--- src/rtl/uart_tx_arbiter_pkg.sv ---
// rtl/uart_tx_arbiter_pkg.sv - shared types and constants for the uart_tx arbiter
package uart_tx_arbiter_pkg;

   localparam int BYTE_W         = 8;
   localparam int DEF_TMO_CYCLES = 64;

   typedef enum logic [1:0] {
      ST_IDLE  = 2'd0,
      ST_START = 2'd1,
      ST_BUSY  = 2'd2
   } arb_state_t;

   // slot reached by stepping 'step' places past 'ptr' on a ring of 'n' requesters
   function automatic int rr_slot(input int ptr, input int step, input int n);
      return (ptr + step) % n;
   endfunction

endpackage

--- src/rtl/uart_tx_arbiter_rr_pick.sv ---
// rtl/uart_tx_arbiter_rr_pick.sv - combinational round-robin picker
module uart_tx_arbiter_rr_pick
   import uart_tx_arbiter_pkg::*;
#(
   parameter int NREQ  = 4,
   parameter int GNT_W = 2
) (
   input  logic [NREQ-1:0]  req,
   input  logic [NREQ-1:0]  mask,
   input  logic [GNT_W-1:0] ptr,
   output logic             valid,
   output logic [GNT_W-1:0] idx
);

   logic [NREQ-1:0] w_elig;

   assign w_elig = req & mask;

   // scan ptr+1, ptr+2 .. ptr (wrapping); the first eligible requester wins
   always_comb begin
      valid = 1'b0;
      idx   = '0;
      for (int k = 1; k <= NREQ; k++) begin
         for (int i = 0; i < NREQ; i++) begin
            if (!valid && w_elig[i] && (i == rr_slot(int'(ptr), k, NREQ))) begin
               valid = 1'b1;
               idx   = GNT_W'(i);
            end
         end
      end
   end

endmodule

--- src/rtl/uart_tx_arbiter.sv ---
// rtl/uart_tx_arbiter.sv - round-robin frame-locking arbiter in front of one uart_tx
module uart_tx_arbiter
   import uart_tx_arbiter_pkg::*;
#(
   parameter int NREQ       = 4,
   parameter int GNT_W      = $clog2(NREQ),
   parameter int TMO_CYCLES = DEF_TMO_CYCLES
) (
   input  logic                     bitclk,
   input  logic                     reset_n,
   input  logic [NREQ-1:0]          req,
   input  logic [BYTE_W*NREQ-1:0]   req_data,
   input  logic [NREQ-1:0]          req_last,
   output logic [NREQ-1:0]          ack,
   output logic                     tx_start,
   output logic [BYTE_W-1:0]        tx_data,
   input  logic                     tx_bsy,
   output logic [GNT_W-1:0]         grant,
   output logic                     locked,
   output logic                     busy,
   output logic                     err
);

   // one shared watchdog: start timeout while in START, lock timeout while idle and locked
   localparam int              WD_W    = $clog2(TMO_CYCLES + 1);
   localparam logic [WD_W-1:0] WD_LAST = WD_W'(TMO_CYCLES - 1);
   localparam logic [WD_W-1:0] WD_SAT  = WD_W'(TMO_CYCLES);

   arb_state_t          r_state;
   arb_state_t          w_next_state;

   logic [GNT_W-1:0]    r_ptr;
   logic [GNT_W-1:0]    r_grant;
   logic [BYTE_W-1:0]   r_tx_data;
   logic                r_tx_start;
   logic [NREQ-1:0]     r_ack;
   logic                r_locked;
   logic                r_last;
   logic                r_err;
   logic [WD_W-1:0]     r_wdog;

   logic [NREQ-1:0]     w_onehot;
   logic [NREQ-1:0]     w_mask;
   logic                w_req_owner;
   logic                w_pick_valid;
   logic [GNT_W-1:0]    w_pick_idx;
   logic [BYTE_W-1:0]   w_pick_data;
   logic                w_pick_last;

   logic                w_do_pick;
   logic                w_accept;
   logic                w_start_tmo;
   logic                w_lock_cnt;
   logic                w_lock_tmo;
   logic                w_busy;

   // owner decode: while locked only the current owner may be picked
   always_comb begin
      w_onehot    = '0;
      w_req_owner = 1'b0;
      for (int i = 0; i < NREQ; i++) begin
         if (r_grant == GNT_W'(i)) begin
            w_onehot[i] = 1'b1;
            w_req_owner = req[i];
         end
      end
      w_mask = r_locked ? w_onehot : {NREQ{1'b1}};
   end

   uart_tx_arbiter_rr_pick #(
      .NREQ  (NREQ),
      .GNT_W (GNT_W)
   ) u_rr_pick (
      .req   (req),
      .mask  (w_mask),
      .ptr   (r_ptr),
      .valid (w_pick_valid),
      .idx   (w_pick_idx)
   );

   // byte and frame-end flag of the picked requester
   always_comb begin
      w_pick_data = '0;
      w_pick_last = 1'b0;
      for (int i = 0; i < NREQ; i++) begin
         if (w_pick_idx == GNT_W'(i)) begin
            w_pick_data = req_data[BYTE_W*i +: BYTE_W];
            w_pick_last = req_last[i];
         end
      end
   end

   // FSM state register
   always_ff @(posedge bitclk or negedge reset_n) begin
      if (!reset_n) begin
         r_state <= ST_IDLE;
      end else begin
         r_state <= w_next_state;
      end
   end

   // FSM next state: IDLE waits for a free transmitter, START waits for bsy, BUSY waits for bsy low
   always_comb begin
      w_next_state = r_state;
      case (r_state)
         ST_IDLE: begin
            if (!tx_bsy && w_pick_valid) begin
               w_next_state = ST_START;
            end
         end
         ST_START: begin
            if (tx_bsy) begin
               w_next_state = ST_BUSY;
            end else if (r_wdog == WD_LAST) begin
               w_next_state = ST_IDLE;
            end
         end
         ST_BUSY: begin
            if (!tx_bsy) begin
               w_next_state = ST_IDLE;
            end
         end
         default: w_next_state = ST_IDLE;
      endcase
   end

   // FSM outputs: per-state strobes that steer the datapath and watchdog
   always_comb begin
      w_do_pick   = 1'b0;
      w_accept    = 1'b0;
      w_start_tmo = 1'b0;
      w_lock_cnt  = 1'b0;
      w_busy      = 1'b1;
      case (r_state)
         ST_IDLE: begin
            w_busy     = 1'b0;
            w_do_pick  = !tx_bsy && w_pick_valid;
            w_lock_cnt = r_locked && !w_req_owner;
         end
         ST_START: begin
            w_accept    = tx_bsy;
            w_start_tmo = !tx_bsy && (r_wdog == WD_LAST);
         end
         default: ;
      endcase
   end

   assign w_lock_tmo = w_lock_cnt && (r_wdog == WD_LAST);

   // datapath: latch the picked byte, handshake with uart_tx, pulse ack/err for one cycle
   always_ff @(posedge bitclk or negedge reset_n) begin
      if (!reset_n) begin
         r_ptr      <= GNT_W'(NREQ - 1);
         r_grant    <= '0;
         r_tx_data  <= '0;
         r_tx_start <= 1'b0;
         r_ack      <= '0;
         r_locked   <= 1'b0;
         r_last     <= 1'b0;
         r_err      <= 1'b0;
      end else begin
         r_ack <= '0;
         r_err <= 1'b0;
         if (w_do_pick) begin
            r_grant    <= w_pick_idx;
            r_ptr      <= w_pick_idx;
            r_tx_data  <= w_pick_data;
            r_last     <= w_pick_last;
            r_tx_start <= 1'b1;
         end
         if (w_accept) begin
            r_tx_start <= 1'b0;
            r_ack      <= w_onehot;
            r_locked   <= ~r_last;
         end
         if (w_start_tmo) begin
            r_tx_start <= 1'b0;
            r_locked   <= 1'b0;
            r_err      <= 1'b1;
         end
         if (w_lock_tmo) begin
            r_locked <= 1'b0;
            r_err    <= 1'b1;
         end
      end
   end

   // watchdog: counts START cycles or idle-locked cycles with the owner silent; saturates
   always_ff @(posedge bitclk or negedge reset_n) begin
      if (!reset_n) begin
         r_wdog <= '0;
      end else if (w_do_pick || w_accept || w_start_tmo || w_lock_tmo) begin
         r_wdog <= '0;
      end else if ((r_state == ST_START) || w_lock_cnt) begin
         if (r_wdog != WD_SAT) begin
            r_wdog <= r_wdog + 1'b1;
         end
      end else begin
         r_wdog <= '0;
      end
   end

   assign ack      = r_ack;
   assign tx_start = r_tx_start;
   assign tx_data  = r_tx_data;
   assign grant    = r_grant;
   assign locked   = r_locked;
   assign busy     = w_busy;
   assign err      = r_err;

endmodule

--- config.mk ---
export PLATFORM = sky130hd
export DESIGN_NAME = uart_tx_arbiter
export DESIGN_NICKNAME = d
export VERILOG_FILES = /design/src/rtl/uart_tx_arbiter_pkg.sv /design/src/rtl/uart_tx_arbiter_rr_pick.sv /design/src/rtl/uart_tx_arbiter.sv
export SDC_FILE = /design/constraint.sdc
export NUM_CORES = 1
export LEC_CHECK = 0
export ABC_CLOCK_PERIOD_IN_PS = 4340
export CAP_MARGIN = 20
export CORE_MARGIN = 1
export CORE_UTILIZATION = 30
export CTS_CLUSTER_SIZE = 8
export DETAILED_ROUTE_END_ITERATION = 12
export GPL_TIMING_DRIVEN = 0
export PLACE_DENSITY = 0.62
export SLEW_MARGIN = 10
export SYNTH_ARGS = -nofsm -noshare
export SYNTH_HDL_FRONTEND = slang
export SYNTH_HIERARCHICAL = 1
export SYNTH_SLANG_ARGS = --single-unit
--- constraint.sdc ---
create_clock -name bitclk -period 4.34 [get_ports bitclk]
set_input_delay 1.085 -clock bitclk [delete_from_list [all_inputs] [get_ports bitclk]]
set_output_delay 1.085 -clock bitclk [all_outputs]
set_load 0.01 [all_outputs]
Run 1, M1 wires:
Cells faint in the background.
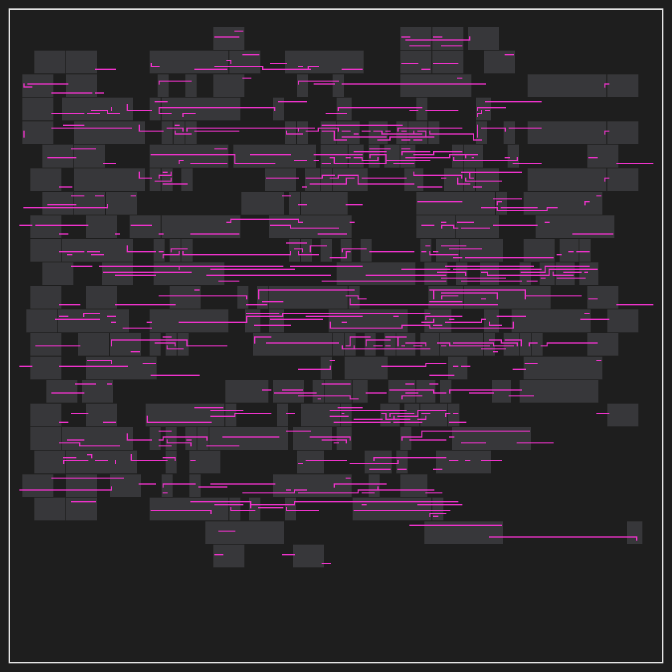
main direction: horizontal
nets with wire on the layer: 229
wire length on this layer: 1540 um

Run 1, metal 2:
Scale bar: 20 um.
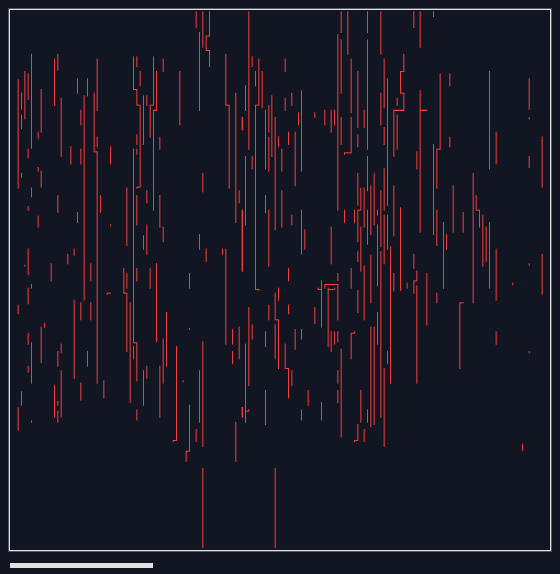
share of all routed wire: 45%
wire length on this layer: 1530 um

==> impl_table.tex, run 1 <==
% Synthesis and place-and-route results
\begin{tabular}{lr}
\hline
Metric & Value \\
\hline
\multicolumn{2}{l}{\textbf{Finish}} \\
\quad Area Growth Syn to Fin & 47.9\% \\
\quad Logic inverters & 4 \\
\quad Fraction of cell area in non-clock buffers & approximately a quarter \\
\quad Seq. cell area & $\sim$730 um2 \\
\quad Share of cells above drive strength 1 & roughly 14\% \\
\quad Clock network share of area & around 3.8\% \\
\quad Count of inserted antenna diode cells & 0 \\
\quad Multi-input logic portion of the cell area & between 30\% and 40\% \\
\quad Dominant class by area & multi-input combinational cells \\
\quad Net count of the finished layout & 272 \\
\quad Flops & 29 \\
\quad Dominant logic cell type in the layout & sky130\_fd\_sc\_hd\_\_clkdlybuf4s50\_1 \\
\quad Number of filler cells placed in the layout & 532 \\
\quad Buffer count excluding the clock tree in the final layout & about 65 \\
\quad Leading cell types in the layout, fill and taps excluded & sky130\_fd\_sc\_hd\_\_clkdlybuf4s50\_1 (59), sky130\_fd\_sc\_hd\_\_nand2\_1 (50), sky130\_fd\_sc\_hd\_\_dfrtp\_1 (27), sky130\_fd\_sc\_hd\_\_nor2\_1 (14), sky130\_fd\_sc\_hd\_\_mux4\_2 (10) \\
\quad Flop share of the area & 30.5\% \\
\quad Multi-input combinational cell count & about 120 \\
\quad Gate Area & 850 um2 \\
\multicolumn{2}{l}{\textbf{Synth}} \\
\quad Proportion of netlist area held by the largest area contributor & 41.8\% \\
\quad Dominant kind of combinational cell & simple AND/OR/NAND/NOR gates \\
\quad Portion of the post-synthesis area used by sequential elements & between 40 and 50\% \\
\quad Gate count of the mapped netlist & $\sim$160 \\
\quad Number of enable flip-flop cells & 0 \\
\quad Post-synthesis compound-gate area fraction & approximately 7.4\% \\
\quad Mux share & $\sim$15\% \\
\quad YS chip area & approximately 0.0016 mm2 \\
\quad Adder and majority cell fraction of the synthesized area & about 1.5\% \\
\quad Synth Area in XOR/XNOR & 2.71\% \\
\quad Largest area contributor in the synthesized netlist & sky130\_fd\_sc\_hd\_\_dfrtp\_1 \\
\quad Number of warnings reported in the yosys synthesis log & 6 \\
\quad Syn\_area\_per\_cell & roughly 10 um2 \\
\quad Yosys reg bits & 29 \\
\quad Fraction of registers with async set or reset after synthesis & 100\% \\
\quad Commonest cells post-synth & sky130\_fd\_sc\_hd\_\_nand2\_1 (50), sky130\_fd\_sc\_hd\_\_dfrtp\_1 (27), sky130\_fd\_sc\_hd\_\_nor2\_1 (14), sky130\_fd\_sc\_hd\_\_mux4\_2 (10), sky130\_fd\_sc\_hd\_\_nand2b\_1 (5) \\
\quad Area of the mapped netlist & $\sim$0.0016 mm2 \\
\quad Syn\_nets & just over 200 \\
\quad Simple-gate share of the synthesized area & a little over a quarter \\
\quad Post-synthesis cell type count & 36 \\
\quad Primary flip-flop cell chosen by synthesis mapping & sky130\_fd\_sc\_hd\_\_dfrtp\_1 \\
\quad Largest cells by area after synthesis & sky130\_fd\_sc\_hd\_\_dfrtp\_1 (42\%), sky130\_fd\_sc\_hd\_\_mux4\_2 (14\%), sky130\_fd\_sc\_hd\_\_nand2\_1 (12\%), sky130\_fd\_sc\_hd\_\_dfstp\_2 (3.3\%), sky130\_fd\_sc\_hd\_\_nor2\_1 (3.3\%) \\
\quad Number of standard cells reported by yosys & between 150 and 200 \\
\quad Yosys top cell by instances & sky130\_fd\_sc\_hd\_\_nand2\_1 \\
\multicolumn{2}{l}{\textbf{Worst setup path}} \\
\quad Data arrival time at the worst-slack endpoint & 3.01 ns \\
\quad Crit Path Class & input pin to register \\
\quad Largest fanout of any net on the critical path & 10 \\
\quad Critical path, cell by cell & clkdlybuf4s50\_1 > nand2\_2 > nor2\_4 > a21oi\_2 > a221oi\_2 > clkbuf\_1 > mux4\_2 > nand2\_1 > nand2\_1 \\
\quad Slowest cell on crit path & sky130\_fd\_sc\_hd\_\_clkdlybuf4s50\_1 \\
\quad CP most frequent cell & sky130\_fd\_sc\_hd\_\_nand2\_1 \\
\quad Kind of cell adding the most delay to the critical path & buffers and inverters \\
\quad Required time at the endpoint of the critical path & 4.51 ns \\
\quad Startpoint type of the worst setup path & input pin \\
\quad Buffers \& Inverters on Critical Path & 2 \\
\quad Category of the worst setup path capture point & register \\
\quad Peak per-stage delay on the critical path & 0.51 ns \\
\multicolumn{2}{l}{\textbf{Clock network}} \\
\quad Buffer depth of the longest clock path & 2 \\
\quad Clock tree from TritonCTS & yes \\
\quad Clock root buffer master & sky130\_fd\_sc\_hd\_\_clkbuf\_8 \\
\quad Insertion delay of the later-clocked pin in the worst-skew pair & roughly 0.27 ns \\
\quad H-tree depth reported by CTS & 2 \\
\quad Number of setup buffers added after CTS & 0 \\
\quad Number of resized instances in the post-cts repair step & 0 \\
\quad Count of hold buffers inserted by post-cts repair & 0 \\
\quad CTS Buf Count & 5 \\
\quad Register clock-pin slew on the reported worst setup and hold paths & approximately 0.060 ns \\
\multicolumn{2}{l}{\textbf{Drt}} \\
\quad Final antenna-violating net count & 0 \\
\quad Vias per inst & 4.58 \\
\quad Residual DRC & 0 \\
\quad Iteration-0 DRC count of the detailed router & roughly 55 \\
\quad Wirelength per Cell & around 11 um \\
\quad DRT Pass-1 Iters & 4 \\
\multicolumn{2}{l}{\textbf{Die}} \\
\quad Cell row count & 26 \\
\quad Initial standard-cell utilization of the core & between 30\% and 40\% \\
\quad Placeable core region & around 0.0051 mm2 \\
\quad Die X-Extent & $\sim$75 um \\
\quad Well-Tap Cells & 70 \\
\quad Top-Level Pins & approximately 61 \\
\quad Height of the die & 75.4 um \\
\quad Die footprint & between 0.005 and 0.006 mm2 \\
\multicolumn{2}{l}{\textbf{GRT}} \\
\quad GRT overflow & 0 \\
\quad Wire length of the first global-routing pass & about 5.7 mm \\
\quad Maximum number of pins on one net before global-route repair & 30 \\
\quad Vias in the first global route & between 1000 and 1500 \\
\quad Total track usage & 13.7\% \\
\quad Number of antenna violations at the first check in global routing & 0 \\
\multicolumn{2}{l}{\textbf{Pwr}} \\
\quad Worst VDD drop & between 0.2 and 0.25 mV \\
\quad Leakage power of the design & 1.03 nW \\
\quad Power density relative to cell area & $\sim$580 mW/mm2 \\
\multicolumn{2}{l}{\textbf{Final timing}} \\
\quad Actual transition at the worst max-transition pin & $\sim$0.65 ns \\
\quad Clk\_skew & about 0.0091 ns \\
\quad RSZ-0062 raised after global routing & no \\
\quad Shortest clock period the worst path allows after layout & $\sim$2.8 ns \\
\quad Setup TNS & 0 ns \\
\quad Final Hold Fails & 0 \\
\quad Slew Viols, Final & 0 \\
\quad Fmax & about 0.35 GHz \\
\quad Worst-case headroom to the max-slew limit & a little under three fifths \\
\quad Worst hold slack & $\sim$0.47 ns \\
\quad Post-route fraction of the period consumed by the critical path & 65.6\% \\
\quad Count of final setup violators & 0 \\
\multicolumn{2}{l}{\textbf{Flow run}} \\
\quad Count of maximum capacitance violations & 0 \\
\quad Number of logged tool warnings & 27 \\
\multicolumn{2}{l}{\textbf{Placement}} \\
\quad Count of buffers inserted at the top-level ports & 60 \\
\quad Routability congestion estimate from global placement & just over 0.8 \\
\quad Placed wire-length estimate after detailed placement & 2.61 mm \\
\multicolumn{2}{l}{\textbf{Min path}} \\
\quad Worst min-delay path category & register to register \\
\multicolumn{2}{l}{\textbf{Outcome}} \\
\quad Result of the run & completed \\
\hline
\end{tabular}
Run 1, the metal 3 layer:
Scale bar: 20 um.
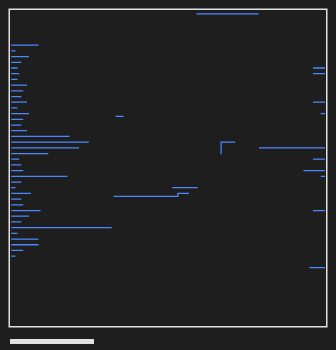
wire length on this layer: 265 um
longest straight run: 23.7 um
share of all routed wire: 7.8%
main direction: horizontal
nets with wire on the layer: 50
GR met3 Demand/Resource: 4.63%
overall via count from detail_route: 1364
detailed-route wire length: 3.40 mm

Run 1, clock nets:
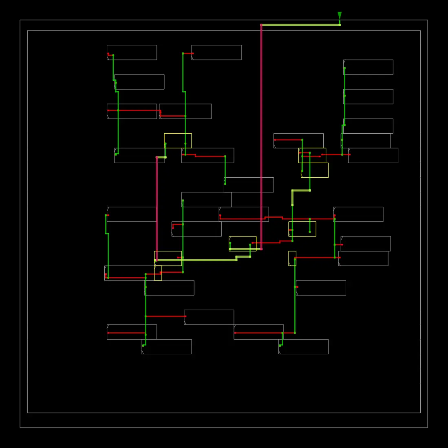
clock buf count: 8
CTS sink cnt: 29

==> run 1: routing by layer <==
| metal | track usage [%] | up-vias | share of wire [%] |
|---|---|---|---|
| met5 | 0 | - | 0 |
| met4 | 6.79 | 0 | 1.8 |
| met3 | 4.63 | 4 | 7.8 |
| met2 | 21.7 | 55 | 45 |
| met1 | 16.7 | 615 | 45 |
| li1 | - | 690 | - |
==> run 1: power by group <==
| group | internal [mW] | total (mW) | switching (mW) |
|---|---|---|---|
| Sequential | 0.357 | 0.424 | 0.0677 |
| Combinational | 0.396 | 0.738 | 0.342 |
| Clock | 0.129 | 0.221 | 0.0920 |
| Total | 0.881 | 1.38 | 0.502 |
==> run 1: metrics by stage <==
stage / utilization, % / power [mW] / cells / instance area, um2 / setup WS (ns)
floorplan: - / 0.929 / 160 / 1620 / 1.87
global placement: 44.8 / 1.18 / 290 / 2300 / 1.18
detailed placement: 44.7 / 1.18 / 290 / 2300 / 1.17
CTS: 46.5 / 1.41 / 298 / 2390 / 1.47
global route: 46.5 / 1.50 / 298 / 2390 / 1.36
finish: 46.5 / 1.38 / 298 / 2390 / 1.49
==> run 1: worst paths after layout <==
check	start	end	slack, ns	cells after the start
worst max-delay path	req[3]	tx_data[0]	1.49	9
worst min-delay path	tx_data[5]	tx_data[5]	0.47	2
worst max register to register	grant[0]	tx_data[0]	2.00	10
worst min register to register	tx_data[5]	tx_data[5]	0.47	2
max in group asynchronous	reset_n	locked	3.07	1
min in group asynchronous	reset_n	r_wdog[5]	0.84	1
==> run 1: registers in the layout (all words and copies together), names as in the netlist, 2 cells and up <==
name     count
tx_data      8
r_wdog       7
ack          4
grant        2
r_ptr        2
r_state      2
Run 1, routed metal per tile:
Scale bar: 20 um. The die is cut into 15 by 15 equal tiles; dark purple is low, yellow is high, scaled to the fullest tile. Values are wire area over tile area, all layers added.
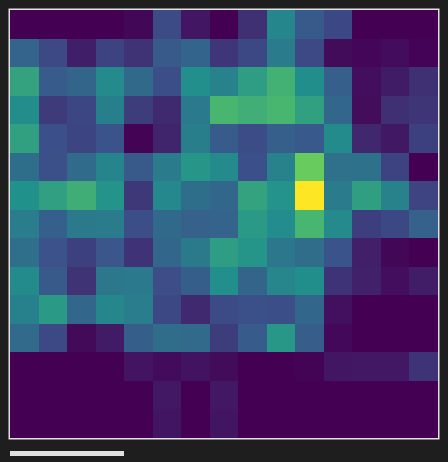

==> run 2: changes to the inputs <==
--- a/config.mk
+++ b/config.mk
@@ -5,14 +5,14 @@
 export SDC_FILE = /design/constraint.sdc
 export NUM_CORES = 1
 export LEC_CHECK = 0
-export ABC_CLOCK_PERIOD_IN_PS = 4340
+export ABC_CLOCK_PERIOD_IN_PS = 2400
 export CAP_MARGIN = 20
 export CORE_MARGIN = 1
 export CORE_UTILIZATION = 30
 export CTS_CLUSTER_SIZE = 8
 export DETAILED_ROUTE_END_ITERATION = 12
 export GPL_TIMING_DRIVEN = 0
-export PLACE_DENSITY = 0.62
+export PLACE_DENSITY = 0.64
 export SLEW_MARGIN = 10
 export SYNTH_ARGS = -nofsm -noshare
 export SYNTH_HDL_FRONTEND = slang
==> constraint.sdc (replaced) <==
create_clock -name bitclk -period 2.4 [get_ports bitclk]
set_input_delay 0.6 -clock bitclk [delete_from_list [all_inputs] [get_ports bitclk]]
set_output_delay 0.6 -clock bitclk [all_outputs]
set_load 0.01 [all_outputs]
Run 2, routed metal per tile:
Scale bar: 20 um. The die is cut into 15 by 15 equal tiles; dark purple is low, yellow is high, scaled to the fullest tile. Values are wire area over tile area, all layers added.
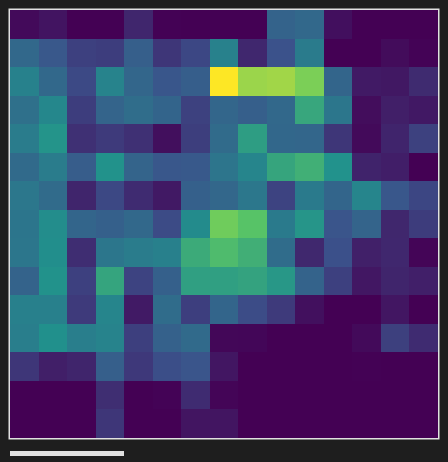
emptiest ninth of the die: lower right
tiles over half the peak: 10%
densest ninth of the die: centre

==> impl_table.tex, run 2 <==
% Synthesis and place-and-route results
\begin{tabular}{lr}
\hline
Metric & Value \\
\hline
\multicolumn{2}{l}{\textbf{Outcome}} \\
\quad Result of the run & completed \\
\multicolumn{2}{l}{\textbf{Die}} \\
\quad Initial standard-cell utilization of the core & 31.4\% (unchanged) \\
\quad Height of the die & 75.4 um (unchanged) \\
\quad Die X-Extent & 75.4 um (unchanged) \\
\quad Die footprint & 0.00568 mm2 (unchanged) \\
\quad Cell row count & 26 (unchanged) \\
\quad Placeable core region & 0.00514 mm2 (unchanged) \\
\quad Top-Level Pins & 61 (unchanged) \\
\multicolumn{2}{l}{\textbf{Synth}} \\
\quad YS chip area & 0.00162 mm2 (unchanged) \\
\quad Number of enable flip-flop cells & 0 (unchanged) \\
\quad Primary flip-flop cell chosen by synthesis mapping & sky130\_fd\_sc\_hd\_\_dfrtp\_1 \\
\quad Proportion of netlist area held by the largest area contributor & 41.8\% (unchanged) \\
\quad Commonest cells post-synth & sky130\_fd\_sc\_hd\_\_nand2\_1 (50), sky130\_fd\_sc\_hd\_\_dfrtp\_1 (27), sky130\_fd\_sc\_hd\_\_nor2\_1 (14), sky130\_fd\_sc\_hd\_\_mux4\_2 (10), sky130\_fd\_sc\_hd\_\_nand2b\_1 (5) \\
\quad Portion of the post-synthesis area used by sequential elements & 45.1\% (unchanged) \\
\quad Largest cells by area after synthesis & sky130\_fd\_sc\_hd\_\_dfrtp\_1 (42\%), sky130\_fd\_sc\_hd\_\_mux4\_2 (14\%), sky130\_fd\_sc\_hd\_\_nand2\_1 (12\%), sky130\_fd\_sc\_hd\_\_dfstp\_2 (3.3\%), sky130\_fd\_sc\_hd\_\_nor2\_1 (3.3\%) \\
\quad Number of warnings reported in the yosys synthesis log & 6 (unchanged) \\
\quad Post-synthesis cell type count & 36 (unchanged) \\
\quad Gate count of the mapped netlist & 160 (unchanged) \\
\quad Syn\_nets & 205 (unchanged) \\
\quad Largest area contributor in the synthesized netlist & sky130\_fd\_sc\_hd\_\_dfrtp\_1 \\
\quad Number of standard cells reported by yosys & 160 (unchanged) \\
\quad Syn\_area\_per\_cell & 10.1 um2 (unchanged) \\
\quad Yosys reg bits & 29 (unchanged) \\
\quad Area of the mapped netlist & 0.00162 mm2 (unchanged) \\
\quad Fraction of registers with async set or reset after synthesis & 100\% (unchanged) \\
\quad Yosys top cell by instances & sky130\_fd\_sc\_hd\_\_nand2\_1 \\
\multicolumn{2}{l}{\textbf{Pwr}} \\
\quad Sw power & 0.927 mW (+85\%) \\
\quad Leakage power of the design & 1.03 nW (+0.31\%) \\
\quad Internal Pwr Total & 1.62 mW (+84\%) \\
\quad Comb power frac & 53.7\% (+0.4 points) \\
\quad Sequential cell power & 0.772 mW (+82\%) \\
\quad Power drawn by the combinational cells & 1.37 mW (+86\%) \\
\quad Net switching share of the total power & 36.4\% (+0.17 points) \\
\quad Worst VDD drop & 0.391 mV (+79\%) \\
\quad Reg power frac & 30.3\% (-0.4 points) \\
\quad Biggest power consumer among the groups & combinational cells \\
\quad Power density relative to cell area & 1060 mW/mm2 (+83\%) \\
\quad Power share of the clock group & 16.0\% (about the same) \\
\multicolumn{2}{l}{\textbf{Drt}} \\
\quad Vias per inst & 4.59 (+0.37\%) \\
\quad Detailed-route wire length & 3.44 mm (+1.2\%) \\
\quad Residual DRC & 0 (unchanged) \\
\quad Wirelength per Cell & 11.6 um (+1.2\%) \\
\quad Overall via count from detail\_route & 1369 (+0.37\%) \\
\quad Final antenna-violating net count & 0 (unchanged) \\
\quad Iteration-0 DRC count of the detailed router & 65 (+18\%) \\
\quad DRT Pass-1 Iters & 4 (unchanged) \\
\multicolumn{2}{l}{\textbf{Worst setup path}} \\
\quad Data arrival time at the worst-slack endpoint & 2.44 ns (-0.57 ns) \\
\quad Startpoint type of the worst setup path & input pin \\
\quad Peak per-stage delay on the critical path & 0.52 ns (about the same) \\
\quad Buffers \& Inverters on Critical Path & 2 (unchanged) \\
\quad Crit Path Class & input pin to register \\
\quad Critical path, cell by cell & clkdlybuf4s50\_1 > nand2\_2 > nor2\_1 > a31oi\_1 > o211ai\_1 > buf\_6 > mux4\_2 > nand2\_1 > nand2\_1 \\
\quad Slowest cell on crit path & sky130\_fd\_sc\_hd\_\_mux4\_2 \\
\quad Reg2reg end & tx\_data[1] \\
\quad CP most frequent cell & sky130\_fd\_sc\_hd\_\_nand2\_1 \\
\quad Kind of cell adding the most delay to the critical path & buffers and inverters \\
\quad Required time at the endpoint of the critical path & 2.58 ns (-1.93 ns) \\
\quad Worst flop-to-flop path startpoint & grant[1] \\
\quad Largest fanout of any net on the critical path & 10 (unchanged) \\
\quad Worst Reg2Reg Path Length in Cells & 10 (unchanged) \\
\quad Category of the worst setup path capture point & register \\
\quad Slack of the worst reg-to-reg path & 0.14 ns (-1.86 ns) \\
\multicolumn{2}{l}{\textbf{Finish}} \\
\quad Final standard cell utilization of the core & 46.6\% (+0.17 points) \\
\quad Dominant logic cell type in the layout & sky130\_fd\_sc\_hd\_\_clkdlybuf4s50\_1 \\
\quad Net count of the finished layout & 272 (unchanged) \\
\quad Final instance area & 0.00240 mm2 (+0.37\%) \\
\quad Number of filler cells placed in the layout & 527 (-0.94\%) \\
\quad Seq. cell area & 729 um2 (+0.17\%) \\
\quad Leading cell types in the layout, fill and taps excluded & sky130\_fd\_sc\_hd\_\_clkdlybuf4s50\_1 (59), sky130\_fd\_sc\_hd\_\_nand2\_1 (50), sky130\_fd\_sc\_hd\_\_dfrtp\_1 (26), sky130\_fd\_sc\_hd\_\_nor2\_1 (14), sky130\_fd\_sc\_hd\_\_mux4\_2 (10) \\
\quad Count of inserted antenna diode cells & 0 (unchanged) \\
\quad Max reg flops & 8 (unchanged) \\
\quad Area Growth Syn to Fin & 48.4\% \\
\quad Share of cells above drive strength 1 & 14.9\% (+0.88 points) \\
\quad Gate Area & 850 um2 (unchanged) \\
\multicolumn{2}{l}{\textbf{GRT}} \\
\quad Number of antenna violations at the first check in global routing & 0 (unchanged) \\
\quad GRT overflow & 0 (unchanged) \\
\quad Maximum number of pins on one net before global-route repair & 30 (unchanged) \\
\quad Vias in the first global route & 1253 (-5.3\%) \\
\quad Wire length of the first global-routing pass & 5.67 mm (-1.1\%) \\
\quad Total track usage & 13.8\% (+0.065 points) \\
\multicolumn{2}{l}{\textbf{Placement}} \\
\quad Post-place instance area & 0.00230 mm2 (unchanged) \\
\quad Count of buffers inserted at the top-level ports & 60 (unchanged) \\
\quad Routability congestion estimate from global placement & 0.783 (-4.1\%) \\
\quad Placed wire-length estimate after detailed placement & 2.69 mm (+3.1\%) \\
\multicolumn{2}{l}{\textbf{Clock network}} \\
\quad Number of setup buffers added after CTS & 0 (unchanged) \\
\quad H-tree depth reported by CTS & 2 (unchanged) \\
\quad Count of hold buffers inserted by post-cts repair & 0 (unchanged) \\
\quad Clock tree from TritonCTS & yes \\
\quad Buffer depth of the longest clock path & 2 (unchanged) \\
\quad CTS sink cnt & 29 (unchanged) \\
\quad Number of resized instances in the post-cts repair step & 0 (unchanged) \\
\quad Register clock-pin slew on the reported worst setup and hold paths & 0.06 ns (about the same) \\
\quad Clock root buffer master & sky130\_fd\_sc\_hd\_\_clkbuf\_8 \\
\multicolumn{2}{l}{\textbf{Min path}} \\
\quad Worst min-delay path category & input pin to asynchronous set/reset pin \\
\multicolumn{2}{l}{\textbf{Flow run}} \\
\quad Number of logged tool warnings & 27 (unchanged) \\
\quad Count of maximum capacitance violations & 0 (unchanged) \\
\multicolumn{2}{l}{\textbf{Final timing}} \\
\quad Final Hold Fails & 0 (unchanged) \\
\quad Fmax & around 0.44 GHz \\
\quad Shortest clock period the worst path allows after layout & 2.26 ns \\
\quad Worst-case headroom to the max-slew limit & 57.9\% (+1.4 points) \\
\quad RSZ-0062 raised after global routing & no \\
\quad Actual transition at the worst max-transition pin & 0.631 ns (-0.0209 ns) \\
\quad Post-route fraction of the period consumed by the critical path & between 90\% and 100\% \\
\quad Slew Viols, Final & 0 (unchanged) \\
\quad Count of final setup violators & 0 (unchanged) \\
\hline
\end{tabular}
Run 2, clock nets:
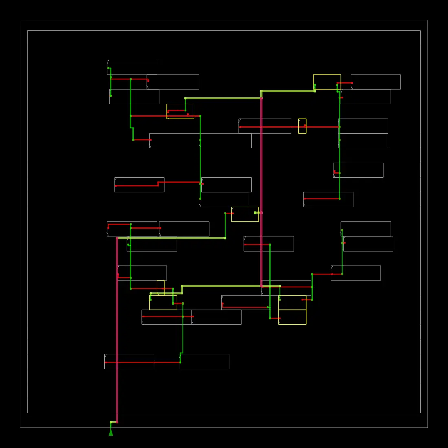
insertion delay of the later-clocked pin in the worst-skew pair: 0.28 ns
Clock Power: 0.407 mW
CTS Buf Count: 5
clk_skew: 0.00564 ns
Flops: 29

==> run 2: through the flow <==
stage	instances	setup TNS (ns)	hold WS, ns	worst slack [ns]	total power [mW]
finish	298	0	0.337	0.140	2.55
global route	298	0	0.395	0.0113	2.75
CTS	298	0	0.358	0.00990	2.56
detailed placement	290	-2.41	0.466	-0.299	2.14
global placement	290	-2.08	0.458	-0.258	2.12
floorplan	160	0	0.304	0.207	1.68
==> run 2: cell type report <==
| type | count | share of cell area (%) |
|---|---|---|
| Multi-Input combinational cell | 122 | 35.4 |
| Sequential cell | 29 | 30.4 |
| Timing Repair Buffer | 60 | 24.8 |
| Clock buffer | 8 | 3.76 |
| Tap cell | 70 | 3.65 |
| Buffer | 5 | 1.25 |
| Inverter | 4 | 0.626 |
==> run 2: worst max path at each step <==
stage,from,to,slack [ns],cells after the start
5_1_grt,grant[1],r_last,0.01,10
3_5_place_dp,req[3],tx_data[1],-0.30,9
2_1_floorplan,grant[0],r_last,0.21,10
4_1_cts,grant[1],tx_data[1],0.01,10
3_3_place_gp,req[3],tx_data[1],-0.26,9
6_report,req[1],tx_data[1],0.14,9
==> run 2: cell families after synthesis <==
logic type	after synthesis	synth area share [%]
XOR/XNOR	5	2.71
multiplexers	11	14.6
AND/OR/NAND/NOR	90	26.4
flip-flops	29	45.1
adder cells (fa/ha/maj)	2	1.55
buffers and inverters	9	2.32
AND-OR/OR-AND	14	7.36
==> run 2: metal layers <==
metal / vias to the layer above / track usage [%] / part of all wire [%]
li1: 683 / - / -
met1: 622 / 17.2 / 44
met2: 59 / 20.9 / 45
met3: 5 / 5.16 / 8.5
met4: 0 / 6.79 / 2.0
met5: - / 0 / 0
No activity file was given, so power comes from the tool's default toggle rates.
